<file path="src/rtl/rr_mux_arbiter4_if.sv">
// Bundle of request, data and downstream handshake signals for rr_mux_arbiter4.
// The arbiter uses the slave modport; the producer/consumer side uses master.
interface rr_mux_arbiter4_if #(
  parameter int WIDTH = 4
);
  logic [3:0]       req;
  logic [WIDTH-1:0] data0;
  logic [WIDTH-1:0] data1;
  logic [WIDTH-1:0] data2;
  logic [WIDTH-1:0] data3;
  logic             out_ready;
  logic [3:0]       gnt;
  logic [1:0]       sel;
  logic [WIDTH-1:0] y;
  logic             out_valid;

  modport master (
    output req, data0, data1, data2, data3, out_ready,
    input  gnt, sel, y, out_valid
  );

  modport slave (
    input  req, data0, data1, data2, data3, out_ready,
    output gnt, sel, y, out_valid
  );
endinterface

</file>
<file path="src/rtl/rr_mux_arbiter4.sv">
// Four-requester round-robin arbiter feeding a registered mux with valid/ready output.
// Optional build macro ARB_FIXED_PRIORITY_EN switches to fixed lowest-index-wins priority.
module rr_mux_arbiter4 #(
  parameter int WIDTH = 4
) (
  input  logic               clk,
  input  logic               reset,
  rr_mux_arbiter4_if.slave   bus
);

  typedef enum logic [1:0] {
    IDLE = 2'd0,
    LOAD = 2'd1,
    HOLD = 2'd2
  } state_t;

  state_t           state_q, state_next;
  logic [3:0]       gnt_q, gnt_next;
  logic [1:0]       sel_q, sel_next;
  logic [WIDTH-1:0] y_q, y_next;
  logic [WIDTH-1:0] mux_word;
  logic [1:0]       win_idx;
  logic             accept;

  assign accept = (state_q == HOLD) && bus.out_ready;

`ifdef ARB_FIXED_PRIORITY_EN
  // Lowest set index wins; scanning high to low lets the last hit be the lowest.
  always_comb begin
    win_idx = 2'd0;
    for (int i = 3; i >= 0; i--) begin
      if (bus.req[i]) win_idx = 2'(i);
    end
  end
`else
  logic [1:0] last_q, last_next;
  logic [1:0] base;
  logic [1:0] cand;

  // In HOLD the pointer about to be committed is sel, so scan from sel+1.
  assign base = (state_q == HOLD) ? sel_q : last_q;

  always_comb begin
    win_idx = base + 2'd1;
    cand    = 2'd0;
    for (int k = 4; k >= 1; k--) begin
      cand = base + 2'(k);
      if (bus.req[cand]) win_idx = cand;
    end
  end

  always_comb begin
    last_next = last_q;
    if (accept) last_next = sel_q;
  end

  always_ff @(posedge clk) begin
    if (reset) last_q <= 2'd3;
    else       last_q <= last_next;
  end
`endif

  always_comb begin
    mux_word = bus.data0;
    case (sel_q)
      2'd0:    mux_word = bus.data0;
      2'd1:    mux_word = bus.data1;
      2'd2:    mux_word = bus.data2;
      default: mux_word = bus.data3;
    endcase
  end

  always_comb begin
    state_next = state_q;
    gnt_next   = 4'b0000;
    sel_next   = sel_q;
    y_next     = y_q;
    case (state_q)
      IDLE: begin
        if (bus.req != 4'b0000) begin
          sel_next   = win_idx;
          gnt_next   = 4'b0001 << win_idx;
          state_next = LOAD;
        end
      end
      LOAD: begin
        // The granted word is captured regardless of req; the requester is committed.
        y_next     = mux_word;
        state_next = HOLD;
      end
      HOLD: begin
        if (bus.out_ready) begin
          if (bus.req != 4'b0000) begin
            sel_next   = win_idx;
            gnt_next   = 4'b0001 << win_idx;
            state_next = LOAD;
          end else begin
            state_next = IDLE;
          end
        end
      end
      default: state_next = IDLE;
    endcase
  end

  always_ff @(posedge clk) begin
    if (reset) begin
      state_q <= IDLE;
      gnt_q   <= 4'b0000;
      sel_q   <= 2'd0;
      y_q     <= '0;
    end else begin
      state_q <= state_next;
      gnt_q   <= gnt_next;
      sel_q   <= sel_next;
      y_q     <= y_next;
    end
  end

  assign bus.gnt       = gnt_q;
  assign bus.sel       = sel_q;
  assign bus.y         = y_q;
  assign bus.out_valid = (state_q == HOLD);

endmodule
</file>
<file path="src/flat_wrapper.sv">
// flat-port wrapper written by rule: the top's interface ports become plain ports
module rr_mux_arbiter4_flat 
#(
  parameter int WIDTH = 4
)
  (clk, reset, bus_req, bus_data0, bus_data1, bus_data2, bus_data3, bus_out_ready, bus_gnt, bus_sel, bus_y, bus_out_valid);
  rr_mux_arbiter4_if #(.WIDTH(WIDTH)) bus_i ();
  input  logic clk;
  input  logic reset;
  input wire logic [$bits(bus_i.req)-1:0] bus_req;
  input wire logic [$bits(bus_i.data0)-1:0] bus_data0;
  input wire logic [$bits(bus_i.data1)-1:0] bus_data1;
  input wire logic [$bits(bus_i.data2)-1:0] bus_data2;
  input wire logic [$bits(bus_i.data3)-1:0] bus_data3;
  input wire logic [$bits(bus_i.out_ready)-1:0] bus_out_ready;
  output wire logic [$bits(bus_i.gnt)-1:0] bus_gnt;
  output wire logic [$bits(bus_i.sel)-1:0] bus_sel;
  output wire logic [$bits(bus_i.y)-1:0] bus_y;
  output wire logic [$bits(bus_i.out_valid)-1:0] bus_out_valid;
  assign bus_i.req = bus_req;
  assign bus_i.data0 = bus_data0;
  assign bus_i.data1 = bus_data1;
  assign bus_i.data2 = bus_data2;
  assign bus_i.data3 = bus_data3;
  assign bus_i.out_ready = bus_out_ready;
  assign bus_gnt = bus_i.gnt;
  assign bus_sel = bus_i.sel;
  assign bus_y = bus_i.y;
  assign bus_out_valid = bus_i.out_valid;
  rr_mux_arbiter4 #(.WIDTH(WIDTH)) u_core (.clk(clk), .reset(reset), .bus(bus_i));
endmodule
</file>
<file path="config.mk">
export PLATFORM = sky130hd
export DESIGN_NAME = rr_mux_arbiter4_flat
export DESIGN_NICKNAME = d
export VERILOG_FILES = /design/src/rtl/rr_mux_arbiter4_if.sv /design/src/rtl/rr_mux_arbiter4.sv /design/src/flat_wrapper.sv
export SDC_FILE = /design/constraint.sdc
export NUM_CORES = 1
export LEC_CHECK = 0
export ABC_AREA = 1
export ABC_CLOCK_PERIOD_IN_PS = 3000
export CORE_MARGIN = 3
export CORE_UTILIZATION = 42
export CTS_BUF_LIST = sky130_fd_sc_hd__clkbuf_8
export DETAILED_ROUTE_END_ITERATION = 16
export MAX_ROUTING_LAYER = met4
export PLACE_DENSITY_LB_ADDON = 0.15
export SYNTH_ARGS = -nofsm -noshare
export SYNTH_HDL_FRONTEND = slang
export SYNTH_SLANG_ARGS = --single-unit
</file>
<file path="constraint.sdc">
create_clock -name clk -period 3 [get_ports clk]
set_clock_uncertainty 0.2 [all_clocks]
set_input_delay 0.3 -clock clk [delete_from_list [all_inputs] [get_ports clk]]
set_output_delay 0.3 -clock clk [all_outputs]
set_load 0.05 [all_outputs]
</file>
Routed metal, one color a layer:
Only two layers are drawn.
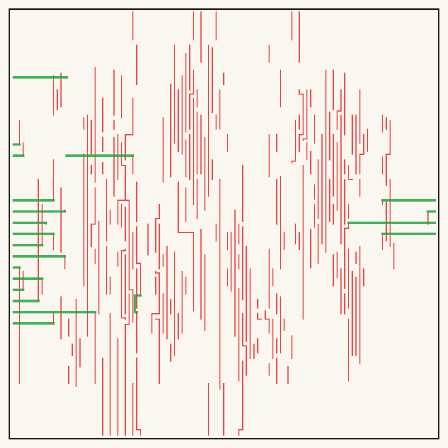
legend:
  green:
    layer: M3
    wire_length: 95.7 µm
  red:
    layer: M2
    wire_length: 1250 µm

The clock network:
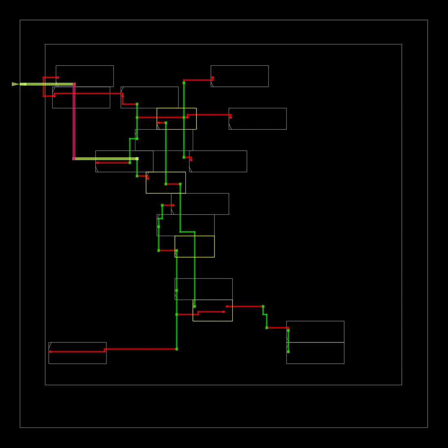
seq_cells: 14
Num CTS Buffers: 3
CTS Sinks: 14
clk latency late pin: 0.24 ns

==> results_slide.txt <==
Implementation Results

Placed design
  • GP Congestion: 0.8424

STA
  • RSZ-0062 raised after global routing: false
  • Final hold vios: 0
  • Rel. slew slack: 64.12%

Synth
  • Synth Cell Area: 890.9 µm²
  • Warnings from Yosys: 0
  • Synth Flop Type: dfxtp_1

Finish
  • Most instantiated logic cells after routing: nand2_1 (39), clkdlybuf4s50_1 (33), nand3_1 (19)
  • Commonest Layout Cell: nand2_1
  • Ant. Diodes: 0
  • Area Overhead vs Synth: 45.65%
  • Final instance area: 1297 µm²
  • Clock buffers: 4
  • Reg area: 280.3 µm²

Status
  • Status: completed

Global route
  • GRT Residual Overflow: 0

Floorplan
  • Pre-Place Util: 44.95%
  • Core Area: 1982 µm²
  • Die Y: 52.06 µm

Clocking
  • Post-cts resize count: 0
  • Root Driver: clkbuf_8

Worst setup path
  • Critical path class: register to primary output
  • Worst setup path startpoint: u_core.state_q[1]
  • CP endpoint kind: primary output

Routing
  • WL/cell: 11.71 µm
  • WL met2: 1246 µm
  • Iter 0 DRT Violations: 18

Power and ir drop
  • Tot Pwr: 0.0007026 W
  • Clock network fraction of total power: 25.6%
  • Maximum vdd drop: 0.0004186 V
  • Power Internal: 0.0004347 W

Job
  • Tool Warnings: 26
Nets reached from selected ports:
Scale bar: 20 µm.
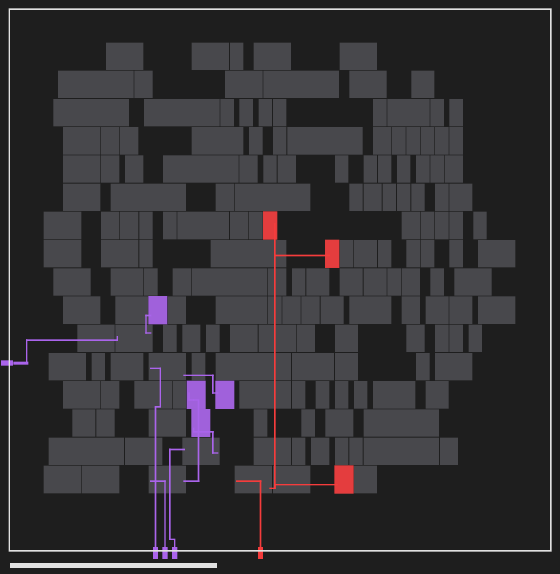
legend:
  red:
    port: `reset`
    bits: 1
    direction: input
    end_cells: 3
    buffers: 1
    wire: 46.1 µm
  purple:
    port: `bus_data2`
    bits: 4
    direction: input
    end_cells: 4
    buffers: 4
    wire: 72.9 µm
IO Pins: 34
port bufs: 33

[kinds of logic (layout without fill, tap and decap cells)]
logic type	Yosys count	after routing	synth area share, %
AOI/OAI and AO/OA	21	21	14.47
buffers and inverters	18	53	8.146
DFF	14	14	31.46
and+or+nand+nor	86	86	45.93
[stage by stage]
stage          hold slack, ns  utilization (%)  cells
6_report               0.3120            65.47    201
5_1_grt                0.3447            65.47    201
4_1_cts                0.3155            65.47    201
3_5_place_dp           0.3076            62.69    197
3_3_place_gp           0.2999            62.69    197
2_1_floorplan          0.1946                -    139
[critical path, stage by stage, from the launching register on]
cell and delay (ns):
dfxtp_1 0.45, nand2_4 0.11, inv_1 0.08, clkdlybuf4s50_1 0.80
Power figures rest on the tool's default switching activity, not on a simulated workload.
